$ cat config.mk
export PLATFORM = sky130hd
export DESIGN_NAME = riscv_rf_wb_arb
export DESIGN_NICKNAME = d
export VERILOG_FILES = /design/src/rtl/riscv_rf_wb_arb.sv
export SDC_FILE = /design/constraint.sdc
export NUM_CORES = 1
export LEC_CHECK = 0
export ABC_AREA = 1
export CAP_MARGIN = 10
export CELL_PAD_IN_SITES_DETAIL_PLACEMENT = 1
export CELL_PAD_IN_SITES_GLOBAL_PLACEMENT = 2
export CORE_ASPECT_RATIO = 1.2
export CORE_MARGIN = 2
export CORE_UTILIZATION = 22
export CTS_CLUSTER_SIZE = 25
export DETAILED_ROUTE_END_ITERATION = 16
export PLACE_DENSITY_LB_ADDON = 0.1
export SYNTH_ARGS = -nofsm -noshare
export SYNTH_HDL_FRONTEND = slang
export SYNTH_SLANG_ARGS = --single-unit
$ cat constraint.sdc
create_clock -name clk -period 5.05 [get_ports clk]
set_clock_uncertainty 0.2 [all_clocks]
set_input_delay 1.2625 -clock clk [delete_from_list [all_inputs] [get_ports clk]]
set_output_delay 1.2625 -clock clk [all_outputs]
set_load 0.005 [all_outputs]
$ cat src/rtl/riscv_rf_wb_arb.sv
// Round-robin arbiter sharing the register file write port between EX and LS writeback.
// The winner is registered onto the RF port one cycle after its handshake.
module riscv_rf_wb_arb #(
  parameter int DATA_WIDTH = 64,
  parameter int ADDR_WIDTH = 5,
  parameter int CNT_WIDTH  = 32
) (
  input  logic                  clk,
  input  logic                  rst,
  input  logic                  ex_valid,
  output logic                  ex_ready,
  input  logic [ADDR_WIDTH-1:0] ex_addr,
  input  logic [DATA_WIDTH-1:0] ex_data,
  input  logic                  ls_valid,
  output logic                  ls_ready,
  input  logic [ADDR_WIDTH-1:0] ls_addr,
  input  logic [DATA_WIDTH-1:0] ls_data,
  output logic                  wr_en,
  output logic [ADDR_WIDTH-1:0] wr_addr,
  output logic [DATA_WIDTH-1:0] wr_data,
  output logic                  prio_ls,
  output logic [CNT_WIDTH-1:0]  stall_cnt
);

  function automatic logic [CNT_WIDTH-1:0] sat_inc(input logic [CNT_WIDTH-1:0] c);
    if (&c) return c;
    return c + CNT_WIDTH'(1);
  endfunction

  logic                  grant_ex_p0;
  logic                  grant_ls_p0;
  logic                  vld_p0;
  logic                  contend_p0;
  logic [ADDR_WIDTH-1:0] addr_p0;
  logic [DATA_WIDTH-1:0] data_p0;

  logic                  vld_p1;
  logic [ADDR_WIDTH-1:0] addr_p1;
  logic [DATA_WIDTH-1:0] data_p1;
  logic                  prio_p1;
  logic [CNT_WIDTH-1:0]  cnt_p1;

  // Stage p0: combinational grant; nothing is accepted while rst is high
  always_comb begin
    contend_p0  = ex_valid && ls_valid;
    grant_ex_p0 = !rst && ex_valid && (!ls_valid || !prio_p1);
    grant_ls_p0 = !rst && ls_valid && (!ex_valid || prio_p1);
    vld_p0      = grant_ex_p0 || grant_ls_p0;
    addr_p0     = grant_ex_p0 ? ex_addr : ls_addr;
    data_p0     = grant_ex_p0 ? ex_data : ls_data;
  end

  assign ex_ready = grant_ex_p0;
  assign ls_ready = grant_ls_p0;

  // Stage p1: registered RF write port, priority pointer and contention counter
  always_ff @(posedge clk) begin
    if (rst) begin
      vld_p1  <= 1'b0;
      addr_p1 <= '0;
      data_p1 <= '0;
      prio_p1 <= 1'b0;
      cnt_p1  <= '0;
    end else begin
      if (vld_p0) begin
        vld_p1  <= (addr_p0 != '0);
        addr_p1 <= addr_p0;
        data_p1 <= data_p0;
        prio_p1 <= grant_ex_p0;
      end else begin
        vld_p1 <= 1'b0;
      end
      if (contend_p0) cnt_p1 <= sat_inc(cnt_p1);
    end
  end

  assign wr_en     = vld_p1;
  assign wr_addr   = addr_p1;
  assign wr_data   = data_p1;
  assign prio_ls   = prio_p1;
  assign stall_cnt = cnt_p1;

endmodule

**Cell outlines without signal wires**

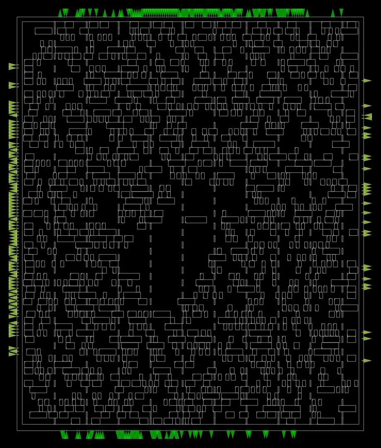
Finished Core Util: 34.1%
Tap Cells: 330
Cell Rows: 64
Filler cells: 3274
fin cells: 1502

==> results.tsv <==
metric	value	unit
status	complete, no violations	
WL final	21100	um
total congestion overflow	0	
Pre-Repair DR Iteration Count	4	
layout cell share with drive strength beyond 1	3.24	%
Hold Path Class	flip-flop to flip-flop	
Clk pwr share	33.5	%
antenna viol nets, final	0	
Mapped Cells	945	
HP Start	stall_cnt[0]	
crit-path cells	clkdlybuf4s50_1 > nand3_2 > inv_2 > clkdlybuf4s50_1	
CP max stage delay	0.64	ns
RSZ-0062 raised after global routing	false	
clk sink count	103	
first-pass GRT wire length	32500	um
I/O pins	247	
design area	8630	um^2
R2R Setup Slk	2.67	ns
CP delay by family, top	buffers and inverters	
Min Clock Period, post-route	4.12	ns
Slew headroom	41.4	%
Clock Tree Root	clkbuf_16	
CP Depth	4	
reg2reg start	stall_cnt[1]	
Die Size	26800	um^2
Pleak	3.95	nW
Hold EP	stall_cnt[0]	
Vias	6243	
routed length per instance	14.0	um
hold path depth	2	
YS warnings	0	
Comb area	2670	um^2
Worst Max-Slew Pin Slew	0.879	ns
register clock-pin slew on the reported worst setup and hold paths	0.07	ns
Crit-path slowest cell	clkdlybuf4s50_1	
Logic pwr share	22.6	%
port buffer count	246	
max FFs per register	64	
clk_lat worst skew	0.36	ns
Switch Pwr	0.558	mW
Setup Buffers After CTS	0	
total CTS buffers	9	
Post-DP HPWL	16100	um
Slew Limit Fails	0	
CTS max path bufs	2	
Post-Syn Area	5600	um^2
worst r2r dst	stall_cnt[27]	
Power per Cell Area	235	nW/um^2
number of distinct library cells after synthesis	27	
critical path class	input pin to output port	
Final Hold Vio Count	0	
Power Total	2.03	mW
Max Cap Viol	0	
initial core utilization	22.1	%
setup TNS	0	ns
Sequential Power	0.891	mW
sw frac	27.5	%
Ant. Diodes	0	
Crit. End Element	output port	
# Cells Yosys	945	
cycle use final	81.5	%
Final setup viols	0	
largest net degree at the start of global routing	74	
Layout area overhead	54.0	%
Final WS setup	0.935	ns
Power Combinational	0.458	mW
Clk power	0.681	mW
Peak VDD IR	0.142	mV
Avg Cell Area, Syn	5.93	um^2
hold_ws	0.304	ns
r2r worst-path depth	10	
Startpoint Class	input pin	
Post-Place Cell Area	8360	um^2
**Gate families picked out**

The bar under the picture is 50 um long.
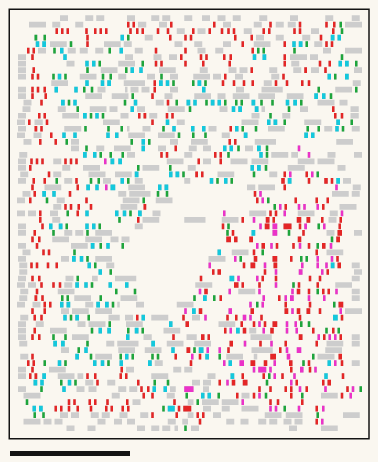
| family | color | cells |
|---|---|---|
| aoi and oai cells | cyan | 159 |
| inv cells | green | 175 |
| nor cells | magenta | 102 |
| nand cells | red | 359 |
Top cell excl fill/tap: nand2_1
logic share of the area: 31.0%

==> cells in the mapped netlist (all sizes together) <==
library cell	count	area, um^2
nand3b	1	7.51
a21oi	84	424
nand2	315	1190
o21ai	71	355
dfxtp	103	2060
inv	174	653
nor3	7	40.0
ha	1	12.5
nand3	35	185
nor2	95	374
clkinv	1	3.75
clkbuf	16	60.1
nand4	8	50.1
xor2	1	8.76
a31oi	4	25.0
buf	29	151
==> how the worst max path moves through the flow <==
| stage | startpoint | to | slack [ns] |
|---|---|---|---|
| 2_1_floorplan | rst | ex_ready | 1.71 |
| 3_3_place_gp | ex_valid | ex_ready | 0.91 |
| 3_5_place_dp | ex_valid | ex_ready | 0.90 |
| 4_1_cts | ex_valid | ex_ready | 0.90 |
| 5_1_grt | ex_valid | ex_ready | 0.90 |
| 6_report | ex_valid | ex_ready | 0.93 |
==> kinds of logic (layout without fill, tap and decap cells) <==
| kind of cell | count (synthesis) | in the layout | synth area share, % |
|---|---|---|---|
| buffers and inverters | 220 | 447 | 15.5 |
| flip-flops | 103 | 103 | 36.8 |
| adder cells (fa/ha/maj) | 1 | 1 | 0.223 |
| AND-OR/OR-AND | 159 | 159 | 14.4 |
| XOR/XNOR | 1 | 1 | 0.156 |
| AND/OR/NAND/NOR | 461 | 461 | 33.0 |
==> per-layer routing <==
metal  track usage, %  vias to the layer above  part of all wire [%]
met1             18.0                     2788                    40
met2             28.1                      131                    51
met3             4.58                       16                   6.4
met5                0                        -                     0
li1                 -                     3308                     -
met4             5.54                        0                   1.8
==> layout make-up <==
type	instances	share of cell area, %
flip-flops and latches	103	23.9
repair buffers	256	29.6
clock inverters	3	0.217
clock buffers	13	2.90
multi-input cells	622	31.0
well taps	330	4.78
inverters	175	7.61
No activity file was given, so power comes from the tool's default toggle rates.
